Run 1, power grid:
Pins as bars on the die edge.
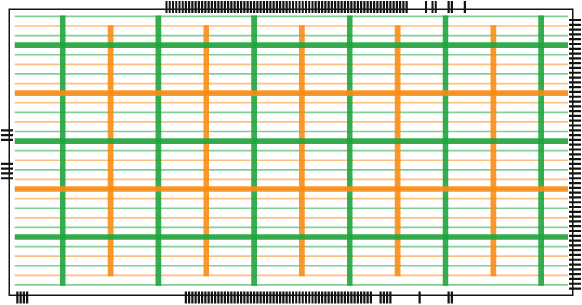
Run 1, layout detail:
Window x 15 to 65, y 31 to 81 um. Cells in gray, sequential cells in the stronger gray; small squares are vias.
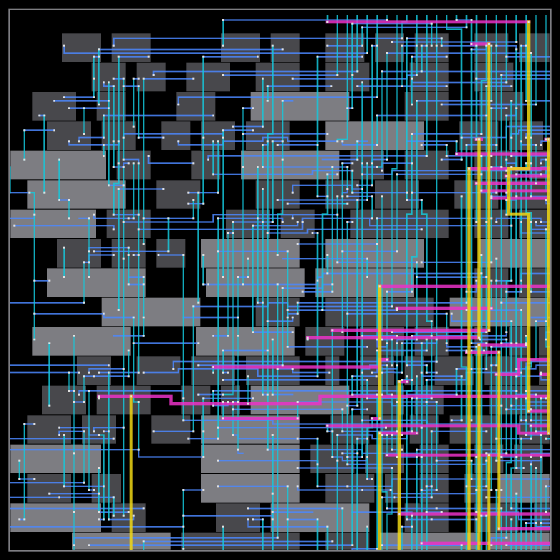
Run 1, sequential cells grouped by signal name:
Other sequential cells in the stronger gray, the rest of the logic in the fainter gray.
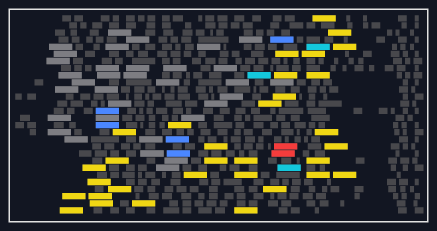
Run 1, the clock network:
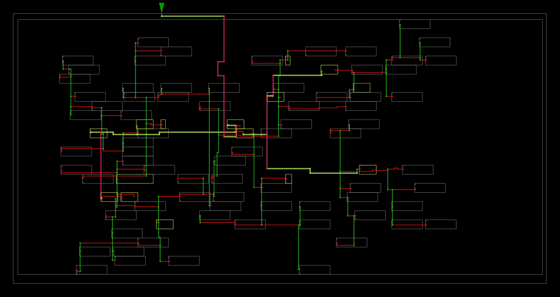
==> config.mk <==
export PLATFORM = sky130hd
export DESIGN_NAME = ahb_slave_if
export DESIGN_NICKNAME = d
export VERILOG_FILES = /design/src/rtl/ahb_slave_if.sv
export SDC_FILE = /design/constraint.sdc
export NUM_CORES = 1
export LEC_CHECK = 0
export CAP_MARGIN = 10
export CELL_PAD_IN_SITES_DETAIL_PLACEMENT = 1
export CELL_PAD_IN_SITES_GLOBAL_PLACEMENT = 1
export CORE_ASPECT_RATIO = 0.5
export CORE_UTILIZATION = 29
export CTS_BUF_LIST = sky130_fd_sc_hd__clkbuf_8
export DETAILED_ROUTE_END_ITERATION = 10
export PLACE_DENSITY = 0.95
export SYNTH_ARGS = -nofsm -noshare
export SYNTH_HDL_FRONTEND = slang
export SYNTH_SLANG_ARGS = --single-unit
export TNS_END_PERCENT = 30
==> constraint.sdc <==
create_clock -name ahb_clk_in -period 2.12 [get_ports ahb_clk_in]
set_input_delay 0.424 -clock ahb_clk_in [delete_from_list [all_inputs] [get_ports ahb_clk_in]]
set_output_delay 0.424 -clock ahb_clk_in [all_outputs]
set_load 0.02 [all_outputs]
==> qor.txt, run 1 <==
synthesized instance count = 277
failing checks = setup timing
1st-iter DRT viols = 229
vias in the first global route = 3757
crit start category = input port
Slew HR = 58.41%
CP Buf/Inv Count = 4
Sw Pwr = 2.829 mW
crit path capture type = output pin
R2R cell count = 8
Worst path slowest cell = clkdlybuf4s50_1
status = complete, but fails checks
top post-synthesis cells by count = dfrtp_1, mux2_2, and2_1
min-delay worst type = in2async
Wirelength per Cell = 25.48 um
fin worst setup slack = -343.8 ps
chip area in the Yosys report = 3592 um2
# setup viols final = 76
Sw Share = 38.40%
Largest Pwr Group = combinational cells
Back to the opening pictures, 'power grid':
green -> VSS
orange -> VDD
met1 rails = 29
met5 straps = 5
maximum vdd drop: 0.4011 mV
overall die width: 159.4 um
Die Ht: 80.70 um
Core Area: 11950 um2

Back to the opening pictures, 'layout detail':
cyan -> M2
yellow -> M4
magenta -> M3
blue -> M1
sequential cells in the window = 27
most frequent = dfrtp_1 (27), mux2_2 (24), a22o_1 (19)
cells with their middle in the window = 126

Back to the opening pictures, 'sequential cells grouped by signal name':
cyan -> other_size_out  # placed flops 3
red -> state  # placed flops 2
blue -> wait_cnt  # placed flops 5
yellow -> other_addr_out  # placed flops 32
not colored = 33
Final Util: 53.35%
Seq power: 2.42 mW
FF/Latch Area: 1877 um2
flop share of the area: 29.45%

Back to the opening pictures, 'the clock network':
CTS sink cnt: 75
Clock Skews: 16.95 ps
Num CTS Buffers: 9
power in the clock group: 1.14 mW

Run 1, selected gate families:
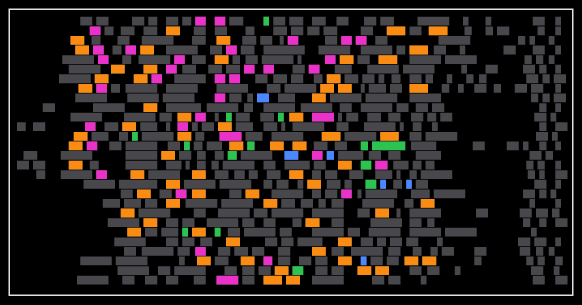

==> run 2: changes to the inputs <==
--- a/config.mk
+++ b/config.mk
@@ -9,10 +9,12 @@
 export CELL_PAD_IN_SITES_DETAIL_PLACEMENT = 1
 export CELL_PAD_IN_SITES_GLOBAL_PLACEMENT = 1
 export CORE_ASPECT_RATIO = 0.5
+export CORE_MARGIN = 2
 export CORE_UTILIZATION = 29
 export CTS_BUF_LIST = sky130_fd_sc_hd__clkbuf_8
 export DETAILED_ROUTE_END_ITERATION = 10
 export PLACE_DENSITY = 0.95
+export REMOVE_ABC_BUFFERS = 1
 export SYNTH_ARGS = -nofsm -noshare
 export SYNTH_HDL_FRONTEND = slang
 export SYNTH_SLANG_ARGS = --single-unit
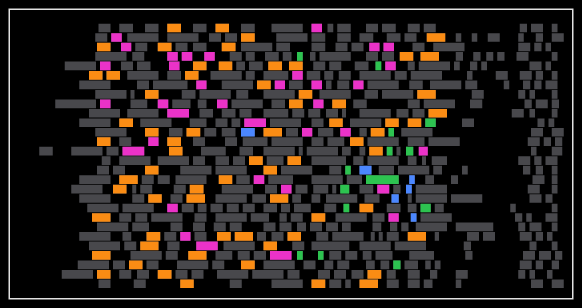
Run 2: selected gate families
magenta -> non-inverting ao/oa cells  # cells 35
blue -> nor cells  # cells 6
green -> aoi and oai cells  # cells 14
orange -> mux cells  # cells 67
Commonest Layout Cell: clkdlybuf4s50_1
post-route insts no fill: 691

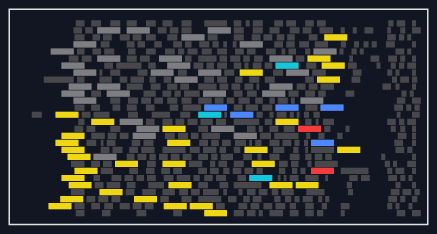
Run 2: sequential cells grouped by signal name
Other sequential cells in the stronger gray, the rest of the logic in the fainter gray.
red -> state  # placed flops 2
blue -> wait_cnt  # placed flops 5
yellow -> other_addr_out  # placed flops 32, where spread over the die
cyan -> other_size_out  # placed flops 3
not colored = 33
Final Util: 54.77%
flop share of the area: 28.69%
Seq power: 2.47 mW

==> run 2 against run 1 <==
  * Via count up 4.2%
  * Fmax up 3.8%
  * Critical path type is now reg2out
  * Register-to-register slack better by 150 ps
  * Non-clock buffer count up 5
  * The run still ends with setup timing left
  * Sequential power up 2%
  * Critical endpoint is now ahb_rdata_out[27]
  * Clock power up 8%
==> qor.txt, run 2 <==
crit start category = register
Largest Pwr Group = combinational cells
Yosys cell types = 36
GR Layer Usage met1 = 27.17%
routed length on met2 = 9478 um
Num CTS Buffers = 9 (unchanged)
Wirelength per Cell = 27.68 um (+8.6%)
Bufs on Longest Clock Path = 2
die area = 13350 um2
Post-Layout Inst Area = 6543 um2
Sw Pwr = 2.994 mW (+5.8%)
failing checks = setup timing
worst-margin pin slew = 657.9 ps
1st-iter DRT viols = 280 (+22%)
Sw Share = 39.06% (+0.66 points)
CTS tree = yes
cell with the most instances after synthesis = dfrtp_1
Die Ht = 82.70 um (+2.5%)
status = complete, but fails checks
Post-Synth XOR/XNOR Area = 0%
FF/Latch Area = 1877 um2 (unchanged)
vias in the first global route = 3896 (+3.7%)
min-delay worst type = in2reg
chip area in the Yosys report = 3592 um2 (unchanged)
final wirelength = 19130 um
R2R cell count = 6 (-2)
CP Buf/Inv Count = 5 (+1)
crit path capture type = output pin
Clock Skews = 15.35 ps (-1.602 ps)
power in the clock group = 1.23 mW (+8%)
# setup viols final = 34 (-55%)
Slew HR = 55.54% (-2.9 points)
fin worst setup slack = -253.2 ps (+90.60 ps)
Comb group = 3.97 mW
cells in synth_stat.txt = 277
top post-synthesis cells by count = dfrtp_1, mux2_2, and2_1
combinational share of cell area = 26.26%
Filler Cell Count = 1234
CTS sink cnt = 75 (unchanged)
synthesized instance count = 277 (unchanged)
Worst path slowest cell = dfrtp_1
Core Area = 11950 um2 (unchanged)
maximum vdd drop = 0.4057 mV (+1.2%)
Lkg Pwr = 2.999 nW
overall die width = 161.4 um (+1.3%)
unrepaired setup endpoints after global routing = yes
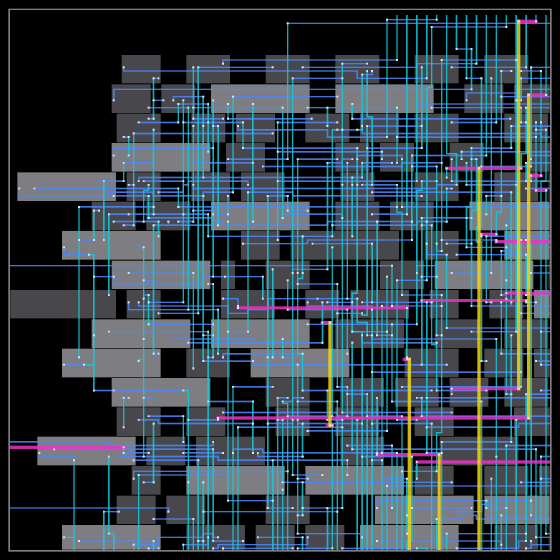
Run 2: layout detail
Window x 15 to 65, y 33 to 83 um. Cells in gray, sequential cells in the stronger gray; small squares are vias.
yellow -> M4
magenta -> M3
blue -> M1
cyan -> M2
sequential cells in the window = 21
cells with their middle in the window = 98
most frequent = clkdlybuf4s50_1 (21), dfrtp_1 (21), mux2_2 (19)

Power and IR drop assume default switching activity.
